Figure 1. Track usage over the die.
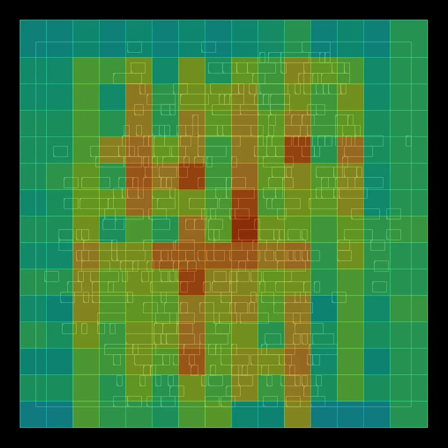
Figure 2. Register map, names as in the netlist.
Other sequential cells in the stronger gray, the rest of the logic in the fainter gray.
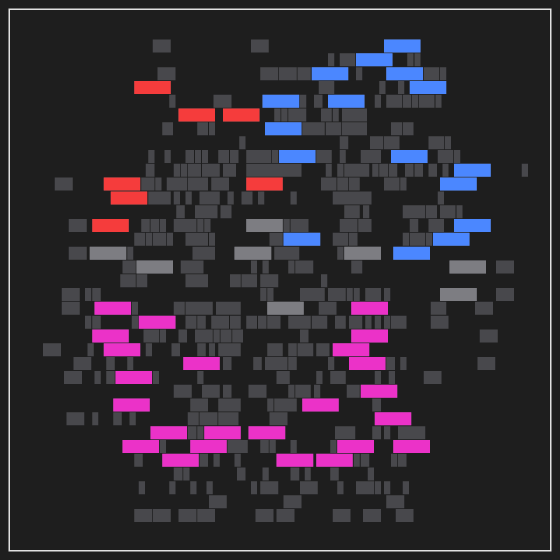
Figure 3. Sizing map.
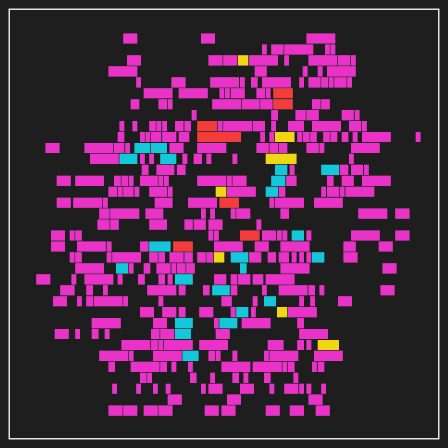
Figure 4. Placed cells, one color a class.
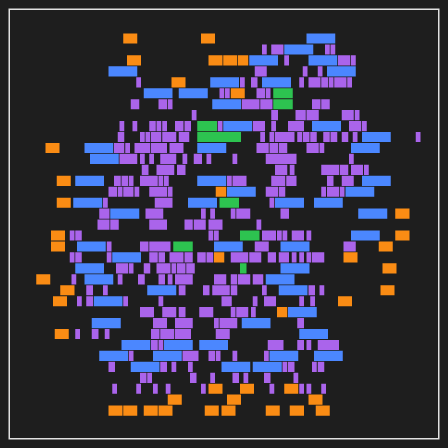
Figure 5. Local utilization.
The die is cut into 11 by 11 equal tiles; black is low, pale yellow is high, 0 to 100% covered.
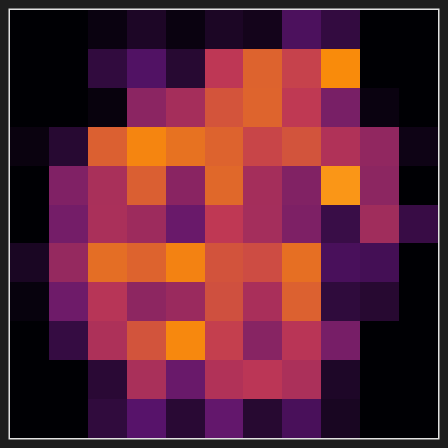
===== src/rtl/seg_scan_if.sv =====
// seg_scan_if: update handshake and shared segment-bus signals of seg_scan_sched.
interface seg_scan_if #(parameter int DIGITS = 6);
    logic                upd_req;
    logic [4*DIGITS-1:0] upd_data;
    logic                upd_ack;
    logic [2:0]          sel;
    logic [7:0]          seg;
    logic                frame_start;
    modport master (output upd_req, upd_data, input upd_ack, sel, seg, frame_start);
    modport slave  (input upd_req, upd_data, output upd_ack, sel, seg, frame_start);
endinterface


===== src/rtl/seg_scan_sched.sv =====
// seg_scan_sched: scans DIGITS digits over one segment bus, committing new data only at frame boundaries.
// Define SEG_LZ_SUPPRESS_EN to blank leading-zero digits.
module seg_scan_sched #(
    parameter int DIGITS = 6,
    parameter int DWELL  = 50000,
    parameter int BLANK  = 500
) (
    input logic       clk,
    input logic       rst,
    seg_scan_if.slave bus
);
    localparam int IW = DIGITS > 1 ? $clog2(DIGITS) : 1;
    localparam int CW = $clog2((DWELL > BLANK ? DWELL : BLANK) + 1);
    localparam logic [7:0] DEC [16] = '{8'hC0, 8'hF9, 8'hA4, 8'hB0, 8'h99, 8'h92, 8'h82, 8'hF8,
                                        8'h80, 8'h90, 8'h88, 8'h83, 8'hC6, 8'hA1, 8'h86, 8'h8E};
    typedef enum logic {S_SHOW, S_BLANK} state_t;
    state_t              state_q, state_d;
    logic [IW-1:0]       idx_q, idx_d, nidx;
    logic [CW-1:0]       cnt_q, cnt_d;
    logic [4*DIGITS-1:0] act_q, act_d;
    logic [2:0]          sel_q, sel_d;
    logic [7:0]          seg_q, seg_d;
    logic                ack_q, ack_d, fs_q, fs_d;
`ifdef SEG_LZ_SUPPRESS_EN
    logic [DIGITS-1:0]   blk_q, blk_d;
    // Digit i is blank when it and every digit above it are zero; digit 0 never blanks.
    function automatic logic [DIGITS-1:0] lz_flags(input logic [4*DIGITS-1:0] v);
        logic z;
        z = 1'b1;
        lz_flags = '0;
        for (int i = DIGITS - 1; i > 0; i--) begin
            z = z && (v[4*i +: 4] == 4'h0);
            lz_flags[i] = z;
        end
    endfunction
`endif
    always_comb begin
        nidx    = (idx_q == IW'(DIGITS - 1)) ? '0 : idx_q + IW'(1);
        state_d = state_q;
        idx_d   = idx_q;
        cnt_d   = cnt_q + CW'(1);
        act_d   = act_q;
        sel_d   = sel_q;
        seg_d   = seg_q;
        ack_d   = 1'b0;
        fs_d    = 1'b0;
`ifdef SEG_LZ_SUPPRESS_EN
        blk_d   = blk_q;
`endif
        if (state_q == S_SHOW) begin
            if (cnt_q == CW'(DWELL - 1)) begin
                state_d = S_BLANK;
                cnt_d   = '0;
                seg_d   = 8'hFF;
            end
        end else if (cnt_q == CW'(BLANK - 1)) begin
            state_d = S_SHOW;
            cnt_d   = '0;
            idx_d   = nidx;
            sel_d   = 3'(nidx);
            fs_d    = idx_q == IW'(DIGITS - 1);
            if (fs_d && bus.upd_req && !ack_q) begin
                act_d = bus.upd_data;
                ack_d = 1'b1;
`ifdef SEG_LZ_SUPPRESS_EN
                blk_d = lz_flags(bus.upd_data);
`endif
            end
            // Decode from the just-committed buffer so digit 0 of a new frame shows new data.
            seg_d = DEC[act_d[4*nidx +: 4]];
`ifdef SEG_LZ_SUPPRESS_EN
            seg_d = blk_d[nidx] ? 8'hFF : seg_d;
`endif
        end
    end
    always_ff @(posedge clk) begin
        if (rst) begin
            state_q <= S_BLANK;
            idx_q   <= IW'(DIGITS - 1);
            cnt_q   <= '0;
            act_q   <= '0;
            sel_q   <= '0;
            seg_q   <= 8'hFF;
            ack_q   <= 1'b0;
            fs_q    <= 1'b0;
`ifdef SEG_LZ_SUPPRESS_EN
            blk_q   <= lz_flags('0);
`endif
        end else begin
            state_q <= state_d;
            idx_q   <= idx_d;
            cnt_q   <= cnt_d;
            act_q   <= act_d;
            sel_q   <= sel_d;
            seg_q   <= seg_d;
            ack_q   <= ack_d;
            fs_q    <= fs_d;
`ifdef SEG_LZ_SUPPRESS_EN
            blk_q   <= blk_d;
`endif
        end
    end
    assign bus.upd_ack     = ack_q;
    assign bus.sel         = sel_q;
    assign bus.seg         = seg_q;
    assign bus.frame_start = fs_q;
endmodule


===== src/flat_wrapper.sv =====
// flat-port wrapper written by rule: the top's interface ports become plain ports
module seg_scan_sched_flat 
#(
    parameter int DIGITS = 6,
    parameter int DWELL  = 50000,
    parameter int BLANK  = 500
)
  (clk, rst, bus_upd_req, bus_upd_data, bus_upd_ack, bus_sel, bus_seg, bus_frame_start);
  seg_scan_if #(.DIGITS(DIGITS)) bus_i ();
  input logic clk;
  input logic rst;
  input wire logic [$bits(bus_i.upd_req)-1:0] bus_upd_req;
  input wire logic [$bits(bus_i.upd_data)-1:0] bus_upd_data;
  output wire logic [$bits(bus_i.upd_ack)-1:0] bus_upd_ack;
  output wire logic [$bits(bus_i.sel)-1:0] bus_sel;
  output wire logic [$bits(bus_i.seg)-1:0] bus_seg;
  output wire logic [$bits(bus_i.frame_start)-1:0] bus_frame_start;
  assign bus_i.upd_req = bus_upd_req;
  assign bus_i.upd_data = bus_upd_data;
  assign bus_upd_ack = bus_i.upd_ack;
  assign bus_sel = bus_i.sel;
  assign bus_seg = bus_i.seg;
  assign bus_frame_start = bus_i.frame_start;
  seg_scan_sched #(.DIGITS(DIGITS), .DWELL(DWELL), .BLANK(BLANK)) u_core (.clk(clk), .rst(rst), .bus(bus_i));
endmodule

===== config.mk =====
export PLATFORM = sky130hd
export DESIGN_NAME = seg_scan_sched_flat
export DESIGN_NICKNAME = d
export VERILOG_FILES = /design/src/rtl/seg_scan_if.sv /design/src/rtl/seg_scan_sched.sv /design/src/flat_wrapper.sv
export SDC_FILE = /design/constraint.sdc
export NUM_CORES = 1
export LEC_CHECK = 0
export ABC_CLOCK_PERIOD_IN_PS = 4100
export CAP_MARGIN = 10
export CORE_MARGIN = 4
export CORE_UTILIZATION = 29
export DETAILED_ROUTE_END_ITERATION = 16
export PLACE_DENSITY = 0.52
export SLEW_MARGIN = 20
export SYNTH_ARGS = -nofsm -noshare
export SYNTH_HDL_FRONTEND = slang
export SYNTH_SLANG_ARGS = --single-unit

===== constraint.sdc =====
create_clock -name clk -period 4.1 [get_ports clk]
set_input_delay 0.82 -clock clk [delete_from_list [all_inputs] [get_ports clk]]
set_output_delay 0.82 -clock clk [all_outputs]
set_load 0.05 [all_outputs]

==> results.ini <==
[outcome]
status=finished clean

[grt]
track_usage_pct=11.7
antenna_found_initial=0
grt_pass1_vias=2235
grt_pass1_wl_mm=10.8
overflow=0

[sta]
clock.fmax_mhz=317
slew_headroom_pct=43.2
fin_setup_tns_ns=0
finalHoldViolCount=0
period_used_pct=77.1
worst_pin_slew_ns=0.852
skew_ns=0.00866
rsz0062_at_grt=no

[drt]
ant_nets=0
viasPerCell=4.59
vias=2254

[logic_synthesis]
largest_area_cell=dfxtp_1
synthDistinctLibCells=56
synth-main-ff-cell=dfxtp_1
ys_ff=55
async_reset_ff_share_pct=0
topCellsByArea=dfxtp_1 39%, nand2_1 8.4%, nor2_1 5.2%, a21oi_1 4.1%, ha_1 3.1%
ys.warnings.count=0
postSynthAreaPerCell_um2=8.45

[layout]
mostFrequentLayoutCells=63 x nand2_1, 55 x dfxtp_1, 39 x nor2_1
n_antenna_cell=0
nets=395
final_layout_size_suffix_gt1_share_pct=9.94

[power_and_ir_drop]
p_per_area_nw_per_um2=294

[job]
maxCapViolations=0
warning_count=31

[setup_path]
critPathMaxFanout=7
cp.arrival_ns=3.34
critPathCaptureType=flop

[clock_tree]
cts_tree=yes
htreeDepth=2
cts_resized=0
cts.sinks=55

[placed_design]
numPortBuffers=38

[hold_path]
min_path_type=reg2reg

About Figure 1:
M1 GR Usage: 16.2%
grt met3 use: 2.43%
GR peak layer: met2
met2 usage: 18.0%

About Figure 2:
Magenta shows u_core.act_q, placed flops 24. Blue shows u_core.cnt_q, placed flops 16. Red shows u_core.bus.seg, placed flops 7.
Another 8 sequential cells are not colored.
Finished Core Util: 36.1%
sequential power: 0.539 mW
register area: 1100 um^2
sequential cell area share: 32.7%

About Figure 3:
Yellow shows drive 3 to 4, cells 7. Magenta shows drive 1 or less, cells 326. Cyan shows drive 2, cells 22. Red shows drive 6 and up, cells 7.
Area Growth Syn to Fin: 20.1%
setup slack after layout: 0.941 ns
design area: 3370 um^2

About Figure 4:
Orange shows other buffers and delay cells, cells 42. Blue shows flip-flops, cells 55. Green shows clock drivers and dummy loads, cells 8. Purple shows all other logic, cells 257.
FP Rows: 35
Core Area: 9330 um^2

About Figure 5:
The emptiest ninth of the die: north-west. The mean over all tiles is 28%. 0.80% of the tiles are over 75% full. The fullest tile reaches 77%. 22% of the tiles are nearly empty. The densest ninth of the die: center.
Core Density at Floorplan: 30.1%

## flip-flops by register name, indices dropped and copies added, names as in the netlist
| register | cells |
|---|---|
| u_core.bus.seg | 7 |
| u_core.cnt_q | 16 |
| u_core.state_q | 1 |
| u_core.act_q | 24 |
| u_core.bus.frame_start | 1 |
| u_core.idx_q | 2 |
| u_core.bus.upd_ack | 1 |
| u_core.bus.sel | 3 |
## logic make-up after synthesis
family | synth area share (%)
buf+inv | 5.53
other cells | 0.134
xor+xnor | 4.68
compound gates | 13.7
fa+ha+maj | 3.12
mux | 5.44
flops | 39.2
simple gates | 28.1
## metal layers
layer  global-route usage (%)  vias up  share of wire [%]
li1                         -     1192                  -
met3                     2.43        8                3.2
met1                     16.2     1022                 50
met4                     3.98        0                1.6
met5                        0        -                  0
met2                     18.0       32                 45
## per-stage QoR
stage                     cells  worst slack, ns  hold slack [ns]  util [%]
after floorplan             332             1.51            0.427         -
after global placement      483            0.768            0.440      34.9
after detailed placement    483            0.639            0.441      34.9
after CTS                   491            0.963            0.456      36.1
after global routing        491            0.788            0.476      36.1
final                       491            0.941            0.453      36.1
## final timing paths
path                            slack (ns)                end         startpoint  cells after the start
worst max register to register        1.29  u_core.bus.seg[6]  u_core.bus.sel[1]                      9
worst min register to register        0.45   u_core.act_q[23]   u_core.act_q[23]                      2
worst max-delay path                  0.94  u_core.bus.seg[6]        bus_upd_req                      9
worst min-delay path                  0.45   u_core.act_q[23]   u_core.act_q[23]                      2
## Yosys cell counts, drive strengths merged (2+ instances only)
cell / number
nand2: 63
dfxtp: 55
nor2: 39
a21oi: 29
buf: 15
nand3: 11
xnor2: 9
inv: 8
ha: 7
mux2: 7
mux2i: 7
nor3: 6
xor2: 6
a211oi: 5
clkbuf: 5
a31oi: 4
and3: 4
nand2b: 4
o21ai: 4
or3: 4
and4b: 3
nor2b: 3
nor3b: 3
nor4: 3
nor4bb: 3
a221oi: 2
nand4: 2
o21a: 2
o31ai: 2
## power by group
part	internal, mW	total (mW)	switching [mW]
Combinational	0.0415	0.0791	0.0376
Sequential	0.536	0.539	0.00250
Clock	0.198	0.374	0.176
Total	0.776	0.992	0.217
## final cells by class
cell class,count,area [um^2],area share (%)
well taps,129,161,4.79
multi-input cells,249,1550,46.0
repair buffers,42,410,12.2
clock buffers,6,82.6,2.45
clock inverters,2,35.0,1.04
inverters,8,30.0,0.891
flip-flops and latches,55,1100,32.7
## worst max-delay path, delay by kind of cell
kind                     cells  cell delay [ns]
multiplexers                 2             0.42
adder cells (fa/ha/maj)      1             0.26
buffers and inverters        2             0.70
AND/OR/NAND/NOR              1             0.40
AND-OR/OR-AND                3             0.75
Power and IR drop assume default switching activity.
